**src/rtl/game_round_ctrl.sv**
```systemverilog
// Round/score controller: tracks lives, hit immunity and the round timer
// from frame ticks, decides the winner and gates player movement.
module game_round_ctrl #(
    parameter int unsigned LIVES          = 3,
    parameter int unsigned INVULN_FRAMES  = 90,
    parameter int unsigned FRAMES_PER_SEC = 60,
    parameter int unsigned ROUND_SECS     = 99,
    parameter logic [7:0]  START_KEY      = 8'h28
) (
    input  logic       Clk,
    input  logic       Reset,
    input  logic       frame_clk,
    input  logic [7:0] keycode,
    input  logic       collide1,
    input  logic       collide2,
    output logic [1:0] p1_lives,
    output logic [1:0] p2_lives,
    output logic [6:0] round_secs,
    output logic [1:0] state,
    output logic       play_en,
    output logic       round_rst,
    output logic [1:0] winner,
    output logic       p1_flash,
    output logic       p2_flash
);

    localparam int FW_RAW = $clog2(FRAMES_PER_SEC);
    localparam int FW     = (FW_RAW < 1) ? 1 : FW_RAW;
    // The blink uses bit 3, so the immunity counter is never narrower than 4 bits.
    localparam int IW_RAW = $clog2(INVULN_FRAMES + 1);
    localparam int IW     = (IW_RAW < 4) ? 4 : IW_RAW;

    localparam logic [1:0]    LIVES_INIT  = 2'(LIVES);
    localparam logic [6:0]    SECS_INIT   = 7'(ROUND_SECS);
    localparam logic [FW-1:0] FRAME_LAST  = FW'(FRAMES_PER_SEC - 1);
    localparam logic [IW-1:0] INVULN_INIT = IW'(INVULN_FRAMES);

    typedef enum logic [1:0] {
        S_IDLE     = 2'b00,
        S_PLAY     = 2'b01,
        S_OVER     = 2'b10,
        S_WAIT_REL = 2'b11
    } state_t;

    logic          r_sync1, r_sync2, r_frame_prev;
    logic          w_tick;
    logic          w_start_key;

    state_t        r_state, w_state;
    logic [1:0]    r_p1_lives, w_p1_lives;
    logic [1:0]    r_p2_lives, w_p2_lives;
    logic [6:0]    r_secs, w_secs;
    logic [1:0]    r_winner, w_winner;
    logic          r_round_rst, w_round_rst;
    logic [FW-1:0] r_frame_cnt, w_frame_cnt;
    logic [IW-1:0] r_p1_inv, w_p1_inv;
    logic [IW-1:0] r_p2_inv, w_p2_inv;

    // Bring frame_clk into the Clk domain and remember its last level for edge detection.
    always_ff @(posedge Clk or posedge Reset) begin
        if (Reset) begin
            r_sync1      <= 1'b0;
            r_sync2      <= 1'b0;
            r_frame_prev <= 1'b0;
        end else begin
            // NOTE: non-blocking so each flop takes its neighbour's pre-edge value;
            // blocking here would collapse the chain into a single stage.
            r_sync1      <= frame_clk;
            r_sync2      <= r_sync1;
            r_frame_prev <= r_sync2;
        end
    end

    assign w_tick      = r_sync2 & ~r_frame_prev;
    assign w_start_key = (keycode == START_KEY);

    // State and round bookkeeping registers.
    always_ff @(posedge Clk or posedge Reset) begin
        if (Reset) begin
            r_state     <= S_IDLE;
            r_p1_lives  <= LIVES_INIT;
            r_p2_lives  <= LIVES_INIT;
            r_secs      <= SECS_INIT;
            r_winner    <= 2'b00;
            r_round_rst <= 1'b0;
            r_frame_cnt <= '0;
            r_p1_inv    <= '0;
            r_p2_inv    <= '0;
        end else begin
            r_state     <= w_state;
            r_p1_lives  <= w_p1_lives;
            r_p2_lives  <= w_p2_lives;
            r_secs      <= w_secs;
            r_winner    <= w_winner;
            r_round_rst <= w_round_rst;
            r_frame_cnt <= w_frame_cnt;
            r_p1_inv    <= w_p1_inv;
            r_p2_inv    <= w_p2_inv;
        end
    end

    // Next-state: round start, per-tick play update with end check, and key-release handshake.
    always_comb begin
        // NOTE: every signal gets its hold value first, so no path leaves one
        // unassigned and no latch is inferred.
        w_state     = r_state;
        w_p1_lives  = r_p1_lives;
        w_p2_lives  = r_p2_lives;
        w_secs      = r_secs;
        w_winner    = r_winner;
        w_round_rst = 1'b0;
        w_frame_cnt = r_frame_cnt;
        w_p1_inv    = r_p1_inv;
        w_p2_inv    = r_p2_inv;

        case (r_state)
            S_IDLE, S_WAIT_REL: begin
                if (w_start_key) begin
                    w_p1_lives  = LIVES_INIT;
                    w_p2_lives  = LIVES_INIT;
                    w_secs      = SECS_INIT;
                    w_frame_cnt = '0;
                    w_p1_inv    = '0;
                    w_p2_inv    = '0;
                    w_winner    = 2'b00;
                    w_round_rst = 1'b1;
                    w_state     = S_PLAY;
                end
            end

            S_PLAY: begin
                if (w_tick) begin
                    if (r_frame_cnt == FRAME_LAST) begin
                        w_frame_cnt = '0;
                        if (r_secs != 7'd0) w_secs = r_secs - 7'd1;
                    end else begin
                        w_frame_cnt = r_frame_cnt + FW'(1);
                    end

                    if (r_p1_inv != '0) begin
                        w_p1_inv = r_p1_inv - IW'(1);
                    end else if (collide1 && (r_p1_lives != 2'd0)) begin
                        w_p1_lives = r_p1_lives - 2'd1;
                        w_p1_inv   = INVULN_INIT;
                    end

                    if (r_p2_inv != '0) begin
                        w_p2_inv = r_p2_inv - IW'(1);
                    end else if (collide2 && (r_p2_lives != 2'd0)) begin
                        w_p2_lives = r_p2_lives - 2'd1;
                        w_p2_inv   = INVULN_INIT;
                    end

                    // Decide on the values this tick produces, not the stale ones.
                    if ((w_p1_lives == 2'd0) && (w_p2_lives == 2'd0)) begin
                        w_winner = 2'b11;
                        w_state  = S_OVER;
                    end else if (w_p1_lives == 2'd0) begin
                        w_winner = 2'b10;
                        w_state  = S_OVER;
                    end else if (w_p2_lives == 2'd0) begin
                        w_winner = 2'b01;
                        w_state  = S_OVER;
                    end else if (w_secs == 7'd0) begin
                        if (w_p1_lives > w_p2_lives)      w_winner = 2'b01;
                        else if (w_p2_lives > w_p1_lives) w_winner = 2'b10;
                        else                              w_winner = 2'b11;
                        w_state = S_OVER;
                    end
                end
            end

            S_OVER: begin
                // Wait for the start key to be let go so a held key cannot restart at once.
                if (!w_start_key) w_state = S_WAIT_REL;
            end

            default: w_state = S_IDLE;
        endcase
    end

    assign p1_lives   = r_p1_lives;
    assign p2_lives   = r_p2_lives;
    assign round_secs = r_secs;
    assign state      = r_state;
    assign play_en    = (r_state == S_PLAY);
    assign round_rst  = r_round_rst;
    assign winner     = r_winner;
    assign p1_flash   = (r_p1_inv != '0) & r_p1_inv[3];
    assign p2_flash   = (r_p2_inv != '0) & r_p2_inv[3];

endmodule
```
**config.mk**
```make
export PLATFORM = sky130hd
export DESIGN_NAME = game_round_ctrl
export DESIGN_NICKNAME = d
export VERILOG_FILES = /design/src/rtl/game_round_ctrl.sv
export SDC_FILE = /design/constraint.sdc
export NUM_CORES = 1
export LEC_CHECK = 0
export CORE_ASPECT_RATIO = 0.7
export CORE_UTILIZATION = 25
export CTS_BUF_LIST = sky130_fd_sc_hd__clkbuf_4 sky130_fd_sc_hd__clkbuf_8 sky130_fd_sc_hd__clkbuf_16
export DETAILED_ROUTE_END_ITERATION = 10
export MAX_ROUTING_LAYER = met4
export SLEW_MARGIN = 10
export SYNTH_ARGS = -nofsm -noshare
export SYNTH_HDL_FRONTEND = slang
export SYNTH_SLANG_ARGS = --single-unit
```
**constraint.sdc**
```tcl
create_clock -name Clk -period 3.2 [get_ports Clk]
set_clock_uncertainty 0.05 [all_clocks]
set_input_delay 0.96 -clock Clk [delete_from_list [all_inputs] [get_ports Clk]]
set_output_delay 0.96 -clock Clk [all_outputs]
set_load 0.03 [all_outputs]
```
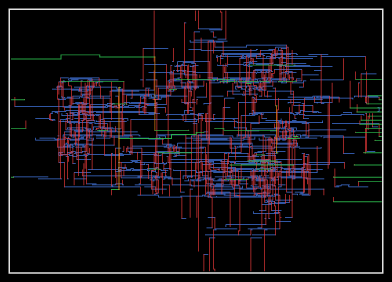
*Routed metal, one color a layer*
Drawn at 3 px/µm.
legend:
  red:
    layer: met2
    wire_length: 2630 µm
  green:
    layer: met3
    wire_length: 405 µm
  blue:
    layer: met1
    wire_length: 3260 µm
  orange:
    layer: met4
    wire_length: 74.1 µm
total track usage: 13.3%
vias: 2295
wire per inst: 14.1 µm

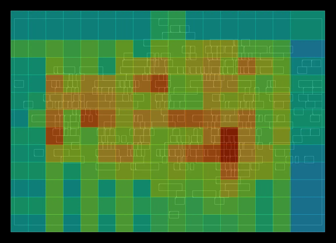
*Routing congestion*
Global Route met2 Usage: 18.1%
global-route met1 utilization: 19.0%
GR peak layer: met1
Util after Layout: 32.8%

==> results.py <==
# Synthesis and PnR figures
metrics = {
    "worst_setup_path": {
        "critPathKind": "input port to flop",
        "startpoint": "collide2",
        "crit_path_start_kind": "input port",
        "cp_slowest_stage_delay_ns": 0.49,
        "r2r_start": "p1_lives[0]",
        "crit_cells": 11,
        "endpoint": "winner[0]",
    },
    "power": {
        "ir_drop_uv": 306,
    },
    "sta": {
        "setup_tns_ns": 0,
        "period_needed_ns": 2.88,
        "slew_headroom_pct": 60.6,
    },
    "cells_and_area": {
        "syn2layout_area_growth_pct": 24.8,
        "nonClkBufAreaFrac_pct": 11.2,
        "nMultiInputCombCells": 217,
        "clock_area_share_pct": 5.93,
        "comb_area_share_pct": 45.0,
        "signal_buffers": 38,
    },
    "yosys": {
        "synth_area_per_cell_um2": 8.95,
        "floorplan.nets": 319,
        "topCellsByArea": "dfrtp_1 30%, dfstp_2 8.1%, ha_1 7.2%",
        "flop_cell": "dfrtp_1",
        "yosys_warnings": 0,
    },
    "clock_tree": {
        "ctsHoldBuffers": 0,
        "cts_max_path_buffers": 2,
        "htree_num_levels": 2,
        "cts_tree": "built",
    },
    "place": {
        "place_area_mm2": 0.00306,
        "io_buffers": 31,
    },
    "detailed_routing": {
        "routed_wl_um": 6370,
        "wl_met3_um": 404,
    },
    "global_routing": {
        "grtUsageMet3_pct": 3.34,
        "grt_max_degree": 40,
    },
    "floorplanning": {
        "coreArea_mm2": 0.00991,
        "die_y_um": 87.4,
    },
    "flow_run": {
        "tool_warnings": 32,
    },
    "outcome": {
        "status": "completed",
    },
    "worst_hold_path": {
        "holdCritPathClass": "flop to flop",
    },
}
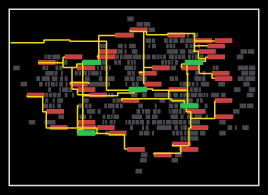
*Clock network drawn from the DEF*
Drawn at 2 px/µm.
legend:
  green:
    item: cells driving clock nets
    count: 5
  yellow:
    item: clock wires
    length: 637 µm
  red:
    item: flip-flops
    count: 39
routed clock nets: 6
Clock power frac: 20.0%
P_clk: 0.662 mW
clk_lat worst skew: 0.29 ns

## state kept, by name, summed over array words and instances (netlist names)
register,flops
r_p1_inv,7
r_p2_inv,7
round_secs,7
r_frame_cnt,6
p1_lives,2
p2_lives,2
state,2
winner,2
r_frame_prev,1
r_sync1,1
r_sync2,1
round_rst,1
## cell families (layout without fill, tap and decap cells)
family,Yosys count,in the layout,share of synthesized area [%]
xor+xnor,5,5,1.68
mux,4,4,2.07
fa+ha+maj,15,15,7.21
compound gates,88,88,22.2
buf+inv,35,69,6.01
flops,39,39,37.9
simple gates,105,105,23.0
## report_power, final
group | internal [mW] | leakage, nW | switching, mW
logic | 0.746 | 0.864 | 1.10
clock network | 0.447 | 0.0900 | 0.215
registers | 0.645 | 0.491 | 0.156
Power is estimated from default activity; no workload was simulated.
